[src/rtl/wb_scoreboard.sv]
// Writeback scheduler and hazard scoreboard for the 8x16 register bank.
// Two writeback sources (ALU on port A, MEM on port B) share the bank's single
// write port under round-robin arbitration. A per-register busy bit tracks
// writes in flight, and issue is held off while a RAW or WAW hazard exists.
module wb_scoreboard #(
   parameter int DW = 16,
   parameter int AW = 3
) (
   input  logic                clk,
   input  logic                reset,
   input  logic                issue_valid,
   output logic                issue_ready,
   input  logic [AW-1:0]       issue_sr1,
   input  logic                issue_use1,
   input  logic [AW-1:0]       issue_sr2,
   input  logic                issue_use2,
   input  logic [AW-1:0]       issue_dr,
   input  logic                issue_wr,
   input  logic                a_valid,
   output logic                a_ready,
   input  logic [AW-1:0]       a_dr,
   input  logic [DW-1:0]       a_data,
   input  logic                b_valid,
   output logic                b_ready,
   input  logic [AW-1:0]       b_dr,
   input  logic [DW-1:0]       b_data,
   output logic                rf_write,
   output logic [AW-1:0]       rf_dr,
   output logic [DW-1:0]       rf_wrData,
   output logic [(2**AW)-1:0]  busy,
   output logic                wb_err,
   output logic [15:0]         stall_cnt
);

   localparam int NREG = 2**AW;

   // Round-robin memory: which requester received the most recent grant.
   localparam logic RR_A = 1'b0;
   localparam logic RR_B = 1'b1;

   logic            rr_last;
   logic            haz;
   logic            accept;
   logic            gnt;
   logic            gnt_live;
   logic [AW-1:0]   gnt_dr;
   logic [DW-1:0]   gnt_data;
   logic [NREG-1:0] busy_nxt;

   // Hazard check looks only at the registered busy bits; there is no bypass
   // from a write that commits in this same cycle.
   always_comb begin
      haz = (issue_use1 & busy[issue_sr1])
          | (issue_use2 & busy[issue_sr2])
          | (issue_wr   & busy[issue_dr]);
   end

   assign issue_ready = ~haz;
   assign accept      = issue_valid & ~haz;

   // One grant per cycle; on a tie the requester that did not win last time goes.
   always_comb begin
      a_ready = 1'b0;
      b_ready = 1'b0;
      if (a_valid && (!b_valid || rr_last == RR_B)) begin
         a_ready = 1'b1;
      end else if (b_valid) begin
         b_ready = 1'b1;
      end
   end

   assign gnt      = a_ready | b_ready;
   assign gnt_dr   = a_ready ? a_dr : b_dr;
   assign gnt_data = a_ready ? a_data : b_data;
   assign gnt_live = gnt & (gnt_dr != '0);

   // Next busy vector: the committing write clears its bit, a new issue sets its
   // bit, and R0 is never tracked.
   always_comb begin
      busy_nxt = busy;
      if (rf_write) begin
         busy_nxt[rf_dr] = 1'b0;
      end
      if (accept && issue_wr && issue_dr != '0) begin
         busy_nxt[issue_dr] = 1'b1;
      end
      busy_nxt[0] = 1'b0;
   end

   // Registered state: write pipeline stage, scoreboard, arbiter memory,
   // sticky error flag and the saturating stall counter.
   always_ff @(posedge clk) begin
      if (reset) begin
         rr_last   <= RR_B;
         rf_write  <= 1'b0;
         rf_dr     <= '0;
         rf_wrData <= '0;
         busy      <= '0;
         wb_err    <= 1'b0;
         stall_cnt <= '0;
      end else begin
         busy     <= busy_nxt;
         rf_write <= gnt_live;
         if (gnt) begin
            rr_last <= a_ready ? RR_A : RR_B;
         end
         if (gnt_live) begin
            rf_dr     <= gnt_dr;
            rf_wrData <= gnt_data;
            if (!busy[gnt_dr]) begin
               wb_err <= 1'b1;
            end
         end
         if (issue_valid && haz && stall_cnt != 16'hFFFF) begin
            stall_cnt <= stall_cnt + 16'd1;
         end
      end
   end

endmodule

[config.mk]
export PLATFORM = sky130hd
export DESIGN_NAME = wb_scoreboard
export DESIGN_NICKNAME = d
export VERILOG_FILES = /design/src/rtl/wb_scoreboard.sv
export SDC_FILE = /design/constraint.sdc
export NUM_CORES = 1
export LEC_CHECK = 0
export CORE_MARGIN = 2
export CORE_UTILIZATION = 40
export CTS_BUF_LIST = sky130_fd_sc_hd__clkbuf_4
export CTS_CLUSTER_DIAMETER = 120
export DETAILED_ROUTE_END_ITERATION = 16
export PLACE_DENSITY = 0.79
export SLEW_MARGIN = 20
export SYNTH_ARGS = -nofsm -noshare
export SYNTH_HDL_FRONTEND = slang
export SYNTH_SLANG_ARGS = --single-unit
[constraint.sdc]
create_clock -name clk -period 2.9 [get_ports clk]
set_clock_uncertainty 0.2 [all_clocks]
set_input_delay 0.87 -clock clk [delete_from_list [all_inputs] [get_ports clk]]
set_output_delay 0.87 -clock clk [all_outputs]
set_load 0.005 [all_outputs]
==> run_results.csv <==
group,metric,value,unit
run_status,outcome,"finished with violations",
run_status,failed_checks,"setup timing",
synth,syn-cell-area,0.00247,sq mm
synth,compound_area_share,18.8,%
synth,ys_sh_adder,0.506,%
floorplanning,num_rows,28,
global_routing,grt_pass1_wl,11000,microns
power,pg_seq,677,uW
critical_path,slowest_delay,0.33,ns
cts,h-tree-depth,2,
place,place_hpwl,5180,microns
critical_path,cp-start-kind,"input port",
floorplanning,dieArea,0.00683,sq mm
cells_and_area,nNonClkBuffers,135,
power,power_frac_seq,47.4,%
cells_and_area,top_regs,"rf_wrData (16), stall_cnt (16), busy (7)",
critical_path,reg2regPathDepth,8,
cells_and_area,area_delta_synth_final,56.6,%
critical_path,r2r_start,"busy[2]",
critical_path,critPathRequiredTime,1.83,ns
synth,ys_top_cells_by_count,"dfxtp_1 (45), nand2_1 (42), nor2_1 (42)",
cells_and_area,drive_above_1_share,16.5,%
cells_and_area,logic_area,0.00150,sq mm
synth,ys.flops,45,
synth,yosys_cells,283,
place,port_buffers,101,
floorplanning,chipWidth,82.6,microns
cts,tritoncts,"yes",
synth,synth.area.mux_share,11.2,%
cells_and_area,nets,468,
critical_path,critPathMaxFanout,2,
synth,ys_sh_xor,2.83,%
cells_and_area,multi_input_comb_cells,217,
cells_and_area,fin_area,0.00387,sq mm
cells_and_area,comb_share,38.8,%
timing,rsz0062_at_grt,"true",
critical_path,cp.buffers_inverters,3,
floorplanning,core-area,0.00596,sq mm
timing,finalSetupViolations,1,
critical_path,r2r-end,"stall_cnt[10]",
critical_path,endpoint_kind,"output pin",
synth,synth_top_area_share,36.4,%
power,total_power,1430,uW
synth,topCellsByArea,"dfxtp_1 (36%), nand2_1 (6.4%), nor2_1 (6.4%)",
cells_and_area,nNonClkInverters,8,
timing,period_minus_slack,3.12,ns
global_routing,grt-ovfl-total,0,
synth,syn-instance-count,283,
power,p_leak,0.00153,uW
critical_path,worstSetupStartpoint,"issue_sr2[1]",
place,post-place-ws,-1.13,ns
power,switching_power,379,uW
power,swShare,26.5,%
timing,finalHoldViolCount,0,
timing,fin_hold_ws,0.303,ns
cells_and_area,clk_share,2.04,%
power,pg_comb,357,uW
power,pwr-share-comb,25.0,%
timing,max-slew-margin-rel,64.8,%
critical_path,r2r_slack,0.42,ns
cts,cts_buffers,5,
cts,postCtsHoldBufs,0,
route,drt_drc_violations_left,0,
synth,syn_nets,339,
critical_path,cp.depth,7,
critical_path,crit_family,"AND-OR/OR-AND gates",
route,met2_length,3350,microns
floorplanning,die_h,82.6,microns
cells_and_area,nClkBuffers,6,
route,route.met3.wl,554,microns
power,top_power_group,"registers",
cts,postCtsSetupBuffers,4,
timing,worst_slack,-0.224,ns
synth,ff_type,"dfxtp_1",
cells_and_area,seq_cells,45,
timing,drv_slew,0,
critical_path,worstSetupPathType,"in2out",
floorplanning,tap_cells,75,
synth,yosys_area,0.00247,sq mm
cells_and_area,seq_share,23.3,%
timing,fin_crit_sh,108,%
**Met1 routing**

Scale: 6 px per micron. Supply wires on this layer in grey.
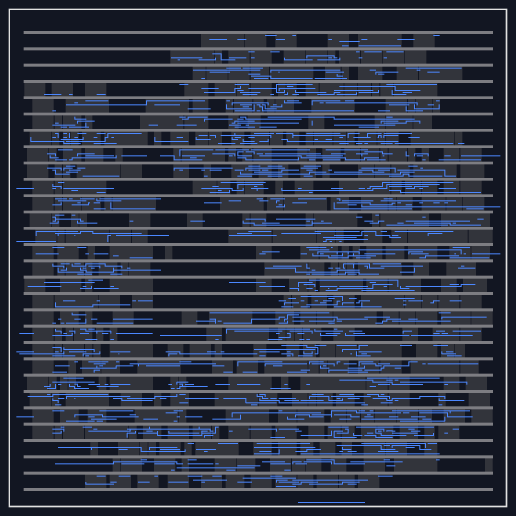
The layer holds 43% of the routed length. The longest straight run is 23.0 microns. 401 nets have wire on it. The wires run mostly horizontal.
met1 GRT Util: 24.9%
vias: 2,656
Post-Route WL: 6960 microns

**The metal 2 layer**

Scale: 6 px per micron.
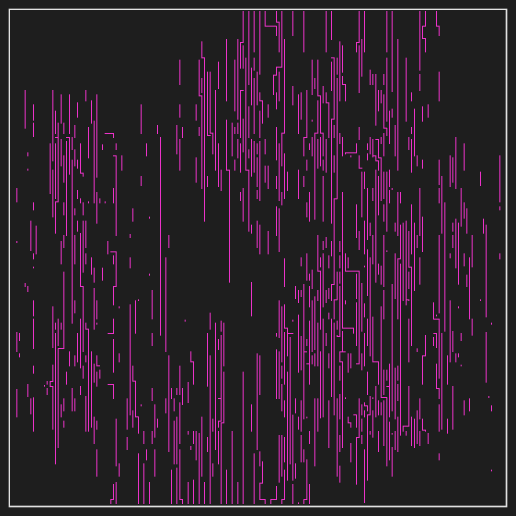
The layer holds 48% of the routed length. The wires run mostly vertical.
met2 Track Usage GR: 34.8%

**Metal 3**

Scale: 6 px per micron.
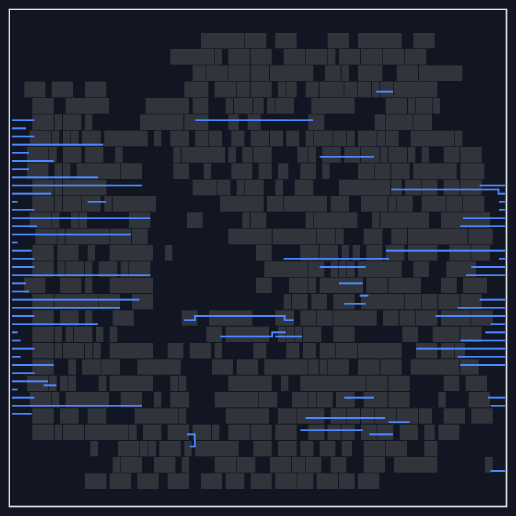
The layer carries 555 microns of wire. The wires run mostly horizontal. 75 nets have wire on it.
GR Layer Usage met3: 6.20%

**Routed clock nets over the placement**

Scale: 3 px per micron.
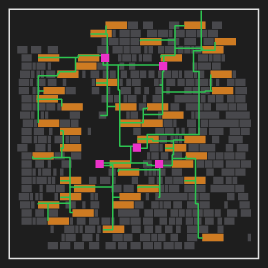
clock-net drivers: drawn in magenta, count 5. clock wires: drawn in green, length 599 microns. flip-flops: drawn in orange, count 45.
Position of the flops: widely spread. There are 6 routed clock nets.
clk_lat worst skew: 0.35 ns
clock power share: 27.7%
clock group total power: 396 uW

**Congestion heat map**

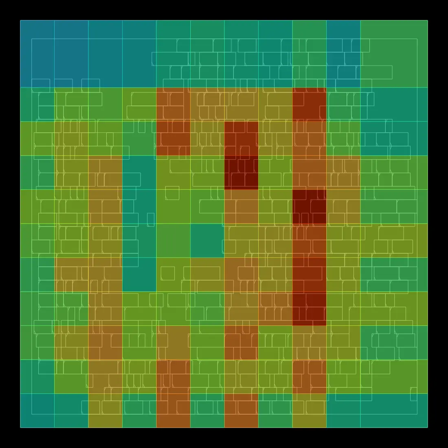
Avg WL per Cell: 14.3 microns
GRT Total Usage: 20.4%
Top Usage Layer GRT: met2
final core area utilization: 65.0%

Power is estimated from default activity; no workload was simulated.
